===== src/rtl/lsu_pkg.sv =====
// Shared encodings, FSM state type and decode helpers for the load/store unit.
package lsu_pkg;

    localparam logic [2:0] F3_B  = 3'b000;
    localparam logic [2:0] F3_H  = 3'b001;
    localparam logic [2:0] F3_W  = 3'b010;
    localparam logic [2:0] F3_BU = 3'b100;
    localparam logic [2:0] F3_HU = 3'b101;

    typedef enum logic [1:0] {
        ST_IDLE     = 2'd0,
        ST_ISSUE_HI = 2'd1,
        ST_WAIT     = 2'd2
    } lsu_state_e;

    function automatic logic [2:0] size_bytes(input logic [2:0] f3);
        logic [2:0] sz;
        case (f3[1:0])
            2'b00:   sz = 3'd1;
            2'b01:   sz = 3'd2;
            default: sz = 3'd4;
        endcase
        return sz;
    endfunction

    function automatic logic [3:0] size_mask(input logic [2:0] f3);
        logic [3:0] m;
        case (f3[1:0])
            2'b00:   m = 4'b0001;
            2'b01:   m = 4'b0011;
            default: m = 4'b1111;
        endcase
        return m;
    endfunction

    // Stores only have the signed-width encodings; loads add the unsigned ones.
    function automatic logic f3_legal(input logic is_store, input logic [2:0] f3);
        logic ok;
        case (f3)
            F3_B, F3_H, F3_W: ok = 1'b1;
            F3_BU, F3_HU:     ok = !is_store;
            default:          ok = 1'b0;
        endcase
        return ok;
    endfunction

    function automatic logic lat_legal(input int lat);
        return (lat == 1) || (lat == 2);
    endfunction

endpackage


===== src/rtl/lsu_load_fmt.sv =====
// Combinational load formatter: aligns the {hi,lo} word pair by the byte offset
// and sign/zero-extends according to funct3.
module lsu_load_fmt
    import lsu_pkg::*;
(
    input  logic [31:0] hi_i,
    input  logic [31:0] lo_i,
    input  logic [1:0]  off_i,
    input  logic [2:0]  funct3_i,
    output logic [31:0] data_o
);

    logic [31:0] sh_s;

    assign sh_s = 32'({hi_i, lo_i} >> {off_i, 3'b000});

    // Byte/half/word select with extension
    always_comb begin
        data_o = 32'h0000_0000;
        case (funct3_i)
            F3_B:    data_o = {{24{sh_s[7]}}, sh_s[7:0]};
            F3_H:    data_o = {{16{sh_s[15]}}, sh_s[15:0]};
            F3_W:    data_o = sh_s;
            F3_BU:   data_o = {24'h00_0000, sh_s[7:0]};
            F3_HU:   data_o = {16'h0000, sh_s[15:0]};
            default: data_o = 32'h0000_0000;
        endcase
    end

endmodule


===== src/rtl/lsu_bram.sv =====
// Load/store unit in front of a synchronous-read data BRAM. Word-crossing
// accesses are split into a lo and a hi word access; ReqReady low stalls the core.
module lsu_bram
    import lsu_pkg::*;
#(
    parameter int ADDR_W = 12,
    parameter int LAT    = 1
) (
    input  logic              clk,
    input  logic              reset,
    input  logic              ReqValid,
    output logic              ReqReady,
    input  logic              MemWriteM,
    input  logic [2:0]        Funct3M,
    input  logic [ADDR_W-1:0] AddrM,
    input  logic [31:0]       WriteDataM,
    input  logic              Flush,
    output logic              RspValid,
    output logic [31:0]       RspData,
    output logic              RspErr,
    output logic              BramEn,
    output logic [3:0]        BramWe,
    output logic [ADDR_W-3:0] BramAddr,
    output logic [31:0]       BramWData,
    input  logic [31:0]       BramRData
);

    localparam int         WA_W   = ADDR_W - 2;
    localparam logic [1:0] LAT_LO = 2'(LAT);
    localparam logic [1:0] LAT_HI = 2'(LAT + 1);

    if (!lat_legal(LAT)) begin : g_lat_illegal
        $error("lsu_bram: LAT must be 1 or 2");
    end

    lsu_state_e      state_q, state_d;
    logic [1:0]      cnt_q, cnt_d;
    logic [WA_W-1:0] addr_q, addr_d;
    logic [1:0]      off_q, off_d;
    logic [2:0]      f3_q, f3_d;
    logic            mis_q, mis_d;
    logic            store_q, store_d;
    logic            kill_q, kill_d;
    logic [31:0]     wdata_hi_q, wdata_hi_d;
    logic [3:0]      we_hi_q, we_hi_d;
    logic [31:0]     hold_q, hold_d;
    logic            rsp_valid_q, rsp_valid_d;
    logic            rsp_err_q, rsp_err_d;
    logic [31:0]     rsp_data_q, rsp_data_d;

    logic [1:0]      off_s;
    logic [2:0]      size_s;
    logic            legal_s, mis_s, accept_s, done_s;
    logic [63:0]     lane_s;
    logic [7:0]      mask_s;
    logic            bram_en_s;
    logic [3:0]      bram_we_s;
    logic [WA_W-1:0] bram_addr_s;
    logic [31:0]     bram_wdata_s;
    logic [31:0]     fmt_lo_s, fmt_hi_s, fmt_data_s;

    assign off_s    = AddrM[1:0];
    assign size_s   = size_bytes(Funct3M);
    assign legal_s  = f3_legal(MemWriteM, Funct3M);
    assign mis_s    = ({2'b00, off_s} + {1'b0, size_s}) > 4'd4;
    assign lane_s   = {32'h0000_0000, WriteDataM} << {off_s, 3'b000};
    assign mask_s   = {4'h0, size_mask(Funct3M)} << off_s;
    assign ReqReady = (state_q == ST_IDLE) && !reset;
    assign accept_s = ReqValid && ReqReady && !Flush;

    // cnt_q counts cycles since the lo access; the last needed word arrives at LAT (+1 if split).
    assign done_s   = (cnt_q == (mis_q ? LAT_HI : LAT_LO));
    assign fmt_lo_s = mis_q ? hold_q : BramRData;
    assign fmt_hi_s = mis_q ? BramRData : 32'h0000_0000;

    lsu_load_fmt u_fmt (
        .hi_i     (fmt_hi_s),
        .lo_i     (fmt_lo_s),
        .off_i    (off_q),
        .funct3_i (f3_q),
        .data_o   (fmt_data_s)
    );

    // Next-state, BRAM port drive and response formation
    always_comb begin
        state_d      = state_q;
        cnt_d        = cnt_q;
        addr_d       = addr_q;
        off_d        = off_q;
        f3_d         = f3_q;
        mis_d        = mis_q;
        store_d      = store_q;
        kill_d       = kill_q;
        wdata_hi_d   = wdata_hi_q;
        we_hi_d      = we_hi_q;
        hold_d       = hold_q;
        rsp_valid_d  = 1'b0;
        rsp_err_d    = 1'b0;
        rsp_data_d   = 32'h0000_0000;
        bram_en_s    = 1'b0;
        bram_we_s    = 4'b0000;
        bram_addr_s  = '0;
        bram_wdata_s = 32'h0000_0000;
        case (state_q)
            ST_IDLE: begin
                if (accept_s) begin
                    addr_d     = AddrM[ADDR_W-1:2];
                    off_d      = off_s;
                    f3_d       = Funct3M;
                    mis_d      = mis_s;
                    store_d    = MemWriteM;
                    wdata_hi_d = lane_s[63:32];
                    we_hi_d    = mask_s[7:4];
                    kill_d     = 1'b0;
                    cnt_d      = 2'd1;
                    if (!legal_s) begin
                        rsp_valid_d = 1'b1;
                        rsp_err_d   = 1'b1;
                    end else begin
                        bram_en_s    = 1'b1;
                        bram_addr_s  = AddrM[ADDR_W-1:2];
                        bram_we_s    = MemWriteM ? mask_s[3:0] : 4'b0000;
                        bram_wdata_s = MemWriteM ? lane_s[31:0] : 32'h0000_0000;
                        if (mis_s) begin
                            state_d = ST_ISSUE_HI;
                        end else if (!MemWriteM) begin
                            state_d = ST_WAIT;
                        end else begin
                            rsp_valid_d = 1'b1;
                        end
                    end
                end else begin
                    state_d = ST_IDLE;
                end
            end
            ST_ISSUE_HI: begin
                bram_en_s   = 1'b1;
                bram_addr_s = addr_q + {{(WA_W-1){1'b0}}, 1'b1};
                cnt_d       = cnt_q + 2'd1;
                if (store_q) begin
                    bram_we_s    = we_hi_q;
                    bram_wdata_s = wdata_hi_q;
                    rsp_valid_d  = 1'b1;
                    state_d      = ST_IDLE;
                end else begin
                    hold_d  = (cnt_q == LAT_LO) ? BramRData : hold_q;
                    kill_d  = kill_q || Flush;
                    state_d = ST_WAIT;
                end
            end
            ST_WAIT: begin
                cnt_d  = cnt_q + 2'd1;
                kill_d = kill_q || Flush;
                hold_d = (cnt_q == LAT_LO) ? BramRData : hold_q;
                if (done_s) begin
                    rsp_valid_d = !(kill_q || Flush);
                    rsp_data_d  = (kill_q || Flush) ? 32'h0000_0000 : fmt_data_s;
                    state_d     = ST_IDLE;
                end else begin
                    state_d = ST_WAIT;
                end
            end
            default: begin
                state_d = ST_IDLE;
            end
        endcase
    end

    // Reset forces the port quiet immediately, independent of the clock
    assign BramEn    = bram_en_s && !reset;
    assign BramWe    = reset ? 4'b0000 : bram_we_s;
    assign BramAddr  = reset ? '0 : bram_addr_s;
    assign BramWData = reset ? 32'h0000_0000 : bram_wdata_s;

    assign RspValid = rsp_valid_q;
    assign RspData  = rsp_data_q;
    assign RspErr   = rsp_err_q;

    // Control, request and response registers
    always_ff @(posedge clk or posedge reset) begin
        if (reset) begin
            state_q     <= ST_IDLE;
            cnt_q       <= 2'd0;
            addr_q      <= '0;
            off_q       <= 2'd0;
            f3_q        <= 3'd0;
            mis_q       <= 1'b0;
            store_q     <= 1'b0;
            kill_q      <= 1'b0;
            wdata_hi_q  <= 32'h0000_0000;
            we_hi_q     <= 4'b0000;
            hold_q      <= 32'h0000_0000;
            rsp_valid_q <= 1'b0;
            rsp_err_q   <= 1'b0;
            rsp_data_q  <= 32'h0000_0000;
        end else begin
            state_q     <= state_d;
            cnt_q       <= cnt_d;
            addr_q      <= addr_d;
            off_q       <= off_d;
            f3_q        <= f3_d;
            mis_q       <= mis_d;
            store_q     <= store_d;
            kill_q      <= kill_d;
            wdata_hi_q  <= wdata_hi_d;
            we_hi_q     <= we_hi_d;
            hold_q      <= hold_d;
            rsp_valid_q <= rsp_valid_d;
            rsp_err_q   <= rsp_err_d;
            rsp_data_q  <= rsp_data_d;
        end
    end

endmodule


===== config.mk =====
export PLATFORM = sky130hd
export DESIGN_NAME = lsu_bram
export DESIGN_NICKNAME = d
export VERILOG_FILES = /design/src/rtl/lsu_pkg.sv /design/src/rtl/lsu_load_fmt.sv /design/src/rtl/lsu_bram.sv
export SDC_FILE = /design/constraint.sdc
export NUM_CORES = 1
export LEC_CHECK = 0
export ABC_AREA = 1
export CAP_MARGIN = 5
export CORE_ASPECT_RATIO = 1.2
export CORE_MARGIN = 1.5
export CORE_UTILIZATION = 35
export CTS_BUF_LIST = sky130_fd_sc_hd__clkbuf_4 sky130_fd_sc_hd__clkbuf_8
export DETAILED_ROUTE_END_ITERATION = 8
export PLACE_DENSITY = 0.59
export SETUP_SLACK_MARGIN = 0.5
export SYNTH_ARGS = -nofsm -noshare
export SYNTH_HDL_FRONTEND = slang
export SYNTH_SLANG_ARGS = --single-unit

===== constraint.sdc =====
create_clock -name clk -period 4.7 [get_ports clk]
set_input_delay 0.705 -clock clk [delete_from_list [all_inputs] [get_ports clk]]
set_output_delay 0.705 -clock clk [all_outputs]
set_load 0.02 [all_outputs]

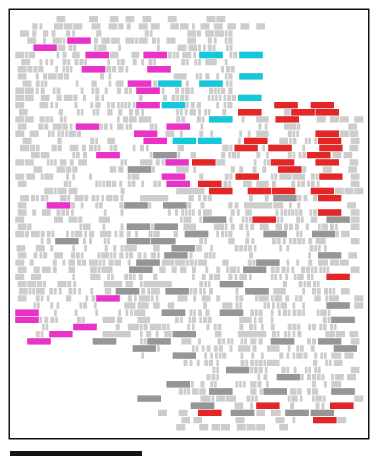
(run_1/registers.png)
Scale bar: 50 um. Other sequential cells in the stronger grey, the rest of the logic in the fainter grey.
| name in the netlist | colour | flops |
|---|---|---|
| RspData | red | 32 |
| addr_q | cyan | 10 |
| wdata_hi_q | magenta | 24 |
not coloured: 49

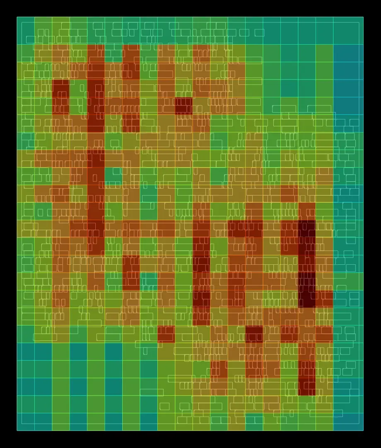
(run_1/final_congestion.png)
wire per inst: 17.0 um
Total Routing Usage GR: 0.231
M1 GR Usage: 0.294

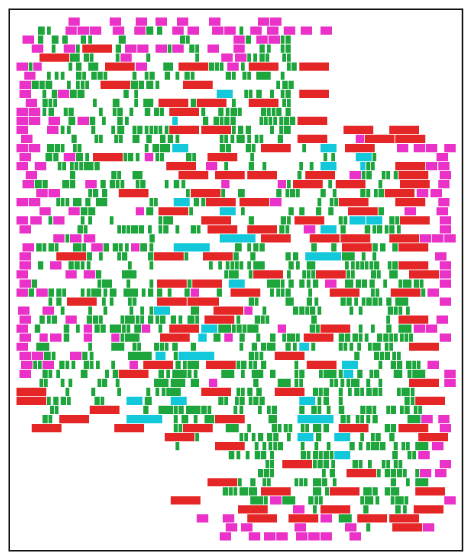
(run_1/cell_classes.png)
| class | colour | cells | share of their area |
|---|---|---|---|
| clock drivers and dummy loads | cyan | 32 | 5.4% |
| all other logic | green | 872 | 45% |
| flip-flops | red | 115 | 31% |
| other buffers and delay cells | magenta | 183 | 19% |

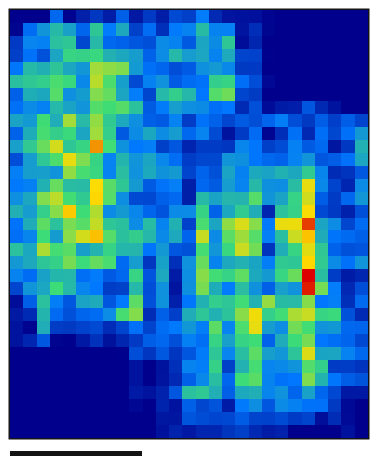
(run_1/wire_density.png)
Scale bar: 50 um. The die is cut into 27 by 33 equal tiles; dark blue is low, red is high, scaled to the fullest tile. Values are wire area over tile area, all layers added.
fullest tile: 0.70
nearly empty tiles: 16%
mean over tiles: 0.18
tiles over half the peak: 12%
densest ninth of the die: west
routed wire length: 25.0 mm
vias post-DR: 7671

run 1: placed cells by master, fill, tap and decap left out, drive strengths merged:
cell type / synthesis / layout
a211oi: 1 / 1
a21oi: 70 / 70
a22o: 7 / 7
a31oi: 1 / 1
buf: 53 / 18
bufinv: 0 / 6
clkbuf: 15 / 20
clkdlybuf4s50: 0 / 165
clkinv: 3 / 7
clkinvlp: 0 / 1
dfrtp: 115 / 115
fa: 1 / 1
ha: 10 / 10
inv: 84 / 85
mux2: 16 / 16
mux2i: 1 / 1
nand2: 360 / 360
nand3: 122 / 122
nand4: 10 / 10
nor2: 45 / 45
nor3: 3 / 3
o211ai: 23 / 23
o21a: 2 / 2
o21ai: 88 / 88
o21bai: 1 / 1
o221ai: 1 / 1
o22a: 1 / 1
o22ai: 12 / 12
or2: 9 / 9
xnor2: 1 / 1
==> CHANGELOG.md, run 1 <==
## Implementation

- Outcome: finished clean
- Hold Path Depth: 2
- Post-Synth Adder-Cell Area: 0.0195
- Syn-to-layout area delta: 30.0%
- Seq. pwr: roughly 1.5 mW
- Initial antenna violation count: 0
- FP Core Util: 0.355
- ClkCell Share: 0.0517
- Clock Power: between 1 and 1.5 mW
- Hold Startpoint: hold_q[18]$_DFFE_PP0P_
- Count leader, synth: nand2_1
- Slew Limit Headroom: 0.370
- CP Launch Type: input port
- CP Max Fanout: 28
- Yosys Instances: 1055
- Worst Hold End: hold_q[18]$_DFFE_PP0P_
- DRT iter0 DRCs: between 500 and 600
- Logic Gate Count: 785
- Dominant comb cell: simple AND/OR/NAND/NOR gates
- Synth Instances: approximately 1100
- Dpl ws: 0.774 ns
- Die Span Y: 163 um
- Flop area: 0.00288 sq mm
- Final nets: 1284
- Final hold slack: 0.491 ns
- Finished Layout Cells: 1472
- Clock Sinks: 115
- Post-synth EDFFs: 0
- Met2 usage: 0.376
- Non-CTS inverters: 87
- Row count: about 58
- Clock network power share: 0.255
- F_max: 0.252 GHz
- HPWL Detailed: 17.5 mm
- Reg-to-Reg End: RspData[25]$_DFF_PP0_
- Most frequent CP cell: clkdlybuf4s50_1
- Complex Gates by Area: 0.157
- Synthesized area: between 0.007 and 0.008 sq mm
- RSZ-0062 raised after global routing: no
- Hold Vio Cnt, Final: 0
- H-Tree Depth: 4
- First-pass GRT wire length: 39.4 mm
- # diodes: 0
- Synth Area in XOR/XNOR: 0.00118
- Non-clk bufs: approximately 180
- Filler instances: between 2000 and 2500
- Max-cap violations: 0
- Basic Gates by Area: 0.311
- Slew Limit Fails: 0
- Area leader, netlist: dfrtp_1
- Worst-Margin Slew: 0.945 ns
- CTS max path bufs: 2
- Critical path depth: 9
- Post-CTS setup buffer count: 0
- Top area cell types: dfrtp_1, nand2_1, nand3_1
- Die X: 136 um
- Wire length on met3: about 1.4 mm
- Tapcell Cnt: approximately 270
- Worst path bufs/invs: 4
- Logic pwr share: 0.428
- Critical path cell sequence: clkdlybuf4s50_1 > inv_2 > a21oi_2 > nor2_4 > nand2_1 > o22ai_1 > inv_1 > nor2_1 > clkdlybuf4s50_1
- Post-route ant nets: 0
- Combinational share of cell area: 0.396
- Net Count, Synth: between 1000 and 1500
- Seq/Total Area, Yosys: 0.387
- Hold Crit Class: register to register
- Router iterations before antenna repair: 5
- Netlist cell types: 42
- Sequential share of power: 0.317
- Delay-heaviest family, CP: buffers and inverters
- Final core utilization: 0.462
- Leakage power: 4.45 nW
- Setup slack, reg-to-reg: approximately 2.2 ns
- Vias in the first global route: 7384
- Top Metal Used: met4
- Synth cell count leaders: nand2_1, nand3_1, dfrtp_1
- Biggest Area Class: logic gates
- Most Crowded Layer GR: met2
- Internal power: 2.72 mW
- Met2 wire len: 11.8 mm
- Vias per cell: 5.21
- Yosys warning tally: 0
- Asr flop ratio synth: 1.00
- Post-cts hold-fix buffer tally: 0
- Sw Ratio: 0.407
- Yosys synthesis chip area: 0.00743 sq mm
- R2R Path Start: off_q[0]$_DFFE_PP0P_
- Met3 usage in global routing: 0.0395
- Yosys reg bits: ~120
- Clock Skew: 0.0126 ns
- Worst EP arrival: 3.26 ns
- Fin Setup TNS: 0 ns
- Comb. cell area: 0.00382 sq mm
- Placed cell count: 1440
- Overall power: about 4.6 mW
- Clock Latency Late Sink: 0.45 ns
- Synth Flop Type: dfrtp_1
- Largest net degree at the start of global routing: 70
- Root Buffer: clkbuf_8
- Power Dens Cells: 475 mW/mm^2
- Flop share of the area: 0.298
- Worst path required time: 3.99 ns
- Share of post-route cells with drive strength above 1: 0.0790
- Core Footprint: 0.0209 sq mm
- Met1 WL: between 10 and 15 mm
- CP max stage delay: 0.61 ns
- Flops: 115
- Data buffer area share: 0.185
- Chip area: 0.0221 sq mm
- Reg2Reg Depth: 9
- # clk buffers: 20
- Post-CTS sizing: 0
- Dominant cell area share: 0.387
- Design area: 0.00966 sq mm
- Tool Warnings: 31
- Drt drc: 0
- Slowest CP cell: clkdlybuf4s50_1
==> run 2: changes to the inputs <==
PLACE_DENSITY = 0.61   (was 0.59)
clock period = 3.4 ns   (was 4.7 ns; I/O delays follow)
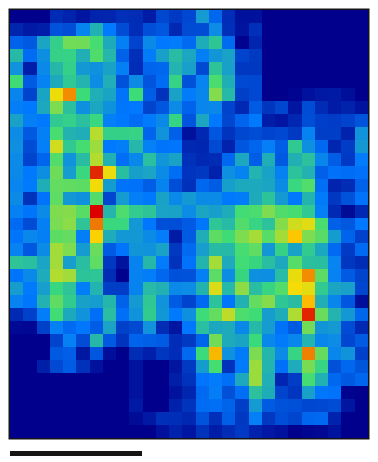
(run_2/wire_density.png)
Scale bar: 50 um. The die is cut into 27 by 33 equal tiles; dark blue is low, red is high, scaled to the fullest tile. Values are wire area over tile area, all layers added.
mean over tiles: 0.18
nearly empty tiles: 15%
emptiest ninth of the die: north-east
fullest tile: 0.73
tiles over half the peak: 12%
vias post-DR: 7727
routed wire length: 24.8 mm
wire per inst: 16.7 um
Total Routing Usage GR: 0.230

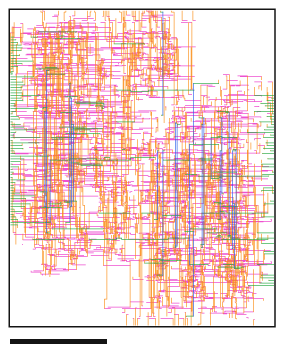
(run_2/metal_stack.png)
Scale bar: 50 um.
| layer | colour | wire length |
|---|---|---|
| met3 | green | 1440 um |
| met2 | orange | 11800 um |
| met4 | blue | 1160 um |
| met1 | magenta | 10400 um |

==> run 2 against run 1 <==
First-iteration DRC count up 3.4%; hold slack better by 0.00077 ns; clock skew up 0.0020 ns; synthesized cell count unchanged; utilization up 0.25 points; cell count up 0.95%; sequential cell count unchanged; routed wire length down 0.51%; setup slack worse by 0.10 ns; final area up 0.54%; clock-buffer cell count down 2; critical path type is now register to output pin; highest routed layer unchanged.
==> CHANGELOG.md, run 2 <==
## Implementation

- Outcome: finished clean
- Seq. pwr: 2.07 mW
- Post-CTS setup buffer count: 5
- R2R Path Start: mis_q$_DFFE_PP0P_
- Comb. cell area: 0.00387 sq mm
- Max-cap violations: 0
- Tcrit/Tclk final: 0.816
- # clk buffers: 18
- Num CTS Buffers: 17
- Asr flop ratio synth: 1.00
- Setup slack, reg-to-reg: 1.06 ns
- Top Metal Used: met4
- Clock Latency Late Sink: 0.45 ns
- ClkCell Share: 0.0463
- HPWL Detailed: 18.5 mm
- CTS max path bufs: 2
- Logic Gate Count: 785
- Worst path required time: between 2 and 3 ns
- CP Launch Type: register
- Worst-path clk slew: 0.07 ns
- Initial antenna violation count: 0
- Met2 usage: 0.382
- Slew Limit Fails: 0
- Flop share of the area: 0.296
- Post-cts hold-fix buffer tally: 0
- Die Span Y: 163 um
- Logic pwr share: 0.435
- Synth Instances: 1055
- Met3 usage in global routing: 0.0439
- Tapcell Cnt: 270
- Seq/Total Area, Yosys: 0.387
- Clock network power share: 0.232
- Vias in the first global route: 7540
- Setup violators final: 0
- Net Count, Synth: 1150
- Critical path cell sequence: inv_2 > ha_4 > inv_1 > nor2_4 > nand2_4 > nor2_4 > buf_12 > nand4_1 > a21oi_1 > clkdlybuf4s15_1
- Root Buffer: clkbuf_8
- Combinational share of cell area: 0.399
- Met2 wire len: between 10 and 15 mm
- Yosys warning tally: 0
- Data buffer area share: 0.189
- First-pass GRT wire length: between 30 and 40 mm
- H-Tree Depth: 4
- Synth cell count leaders: nand2_1, nand3_1, dfrtp_1
- Hold Path Depth: 2
- Commonest Layout Cell: nand2_1
- Clock Power: 1.44 mW
- Filler instances: 2141
- Overflow after GRT: 0
- Reg2Reg Depth: 8
- Hold Startpoint: wdata_hi_q[12]$_DFFE_PP0P_
- Synth Flop Type: dfrtp_1
- Hold Vio Cnt, Final: 0
- Share of post-route cells with drive strength above 1: 0.120
- Worst-Margin Slew: 1.00 ns
- Flops: roughly 120
- Netlist cell types: 42
- DRT iter0 DRCs: between 500 and 600
- Critical path depth: 10
- Worst EP arrival: 2.26 ns
- Power Dens Cells: 639 mW/mm^2
- Most Crowded Layer GR: met2
- Flop area: 0.00288 sq mm
- Biggest Area Class: logic gates
- Chip area: 0.0221 sq mm
- Top area cell types: dfrtp_1, nand2_1, nand3_1
- Worst path bufs/invs: 4
- Die X: 136 um
- Delay-heaviest family, CP: buffers and inverters
- Synthesized area: 0.00743 sq mm
- Tool Warnings: 32
- Reg-to-Reg End: RspData[18]$_DFF_PP0_
- Core Footprint: 0.0209 sq mm
- Non-CTS inverters: approximately 87
- Most frequent CP cell: nor2_4
- Largest net degree at the start of global routing: roughly 53
- Worst Hold End: wdata_hi_q[12]$_DFFE_PP0P_
- RSZ-0062 raised after global routing: no
- CP max stage delay: 0.39 ns
- Area leader, netlist: dfrtp_1
- Yosys Instances: 1055
- CP Max Fanout: 27
- Drt drc: 0
- Wire length on met3: 1.44 mm
- Met1 WL: 10.4 mm
- Yosys synthesis chip area: 0.00743 sq mm
- Clock Sinks: roughly 120
- Syn-to-layout area delta: 30.7%
- Internal power: 3.61 mW
- Row count: 58
- Slew Limit Headroom: 0.333
- IO buf count: 165
- Leakage power: 4.65 nW
- Yosys reg bits: 115
- Clock Skew: roughly 0.015 ns
- Post-synth EDFFs: 0
- Dominant cell area share: 0.387
- FP Core Util: 0.355
- M1 GR Usage: 0.284
- Router iterations before antenna repair: 5
- Sw Ratio: 0.418
- Post-route ant nets: 0
- Sequential share of power: 0.334
- Final nets: 1298
- # diodes: 0
- F_max: 0.360 GHz
- Top Layout Cells: nand2_1, nand3_1, clkdlybuf4s50_1
- Count leader, synth: nand2_1
- Hold Crit Class: register to register
- Fin Setup TNS: 0 ns
- Non-clk bufs: 197
- Slowest CP cell: dfrtp_1
- # IOs: about 170
- Vias per cell: slightly above 5
- Post-CTS sizing: 122
- Final core utilization: 0.465
## run 2: per-stage QoR
| step | power (mW) | setup slack [ns] | hold WS, ns | cells | cell area, sq um |
|---|---|---|---|---|---|
| floorplan | 4.12 | 1.05 | 0.453 | 1055 | 7430 |
| global placement | 4.72 | 0.197 | 0.468 | 1448 | 9280 |
| detailed placement | 4.76 | 0.211 | 0.474 | 1448 | 9280 |
| CTS | 6.23 | 0.365 | 0.492 | 1485 | 9690 |
| global route | 6.72 | 0.489 | 0.507 | 1486 | 9710 |
| finish | 6.21 | 0.625 | 0.492 | 1486 | 9710 |
## run 2: kinds of logic after synthesis
logic type / synth area share
simple gates: 0.311
compound gates: 0.157
buf+inv: 0.0983
flops: 0.387
mux: 0.0256
fa+ha+maj: 0.0195
xor+xnor: 0.00118
Power is estimated from default activity; no workload was simulated.
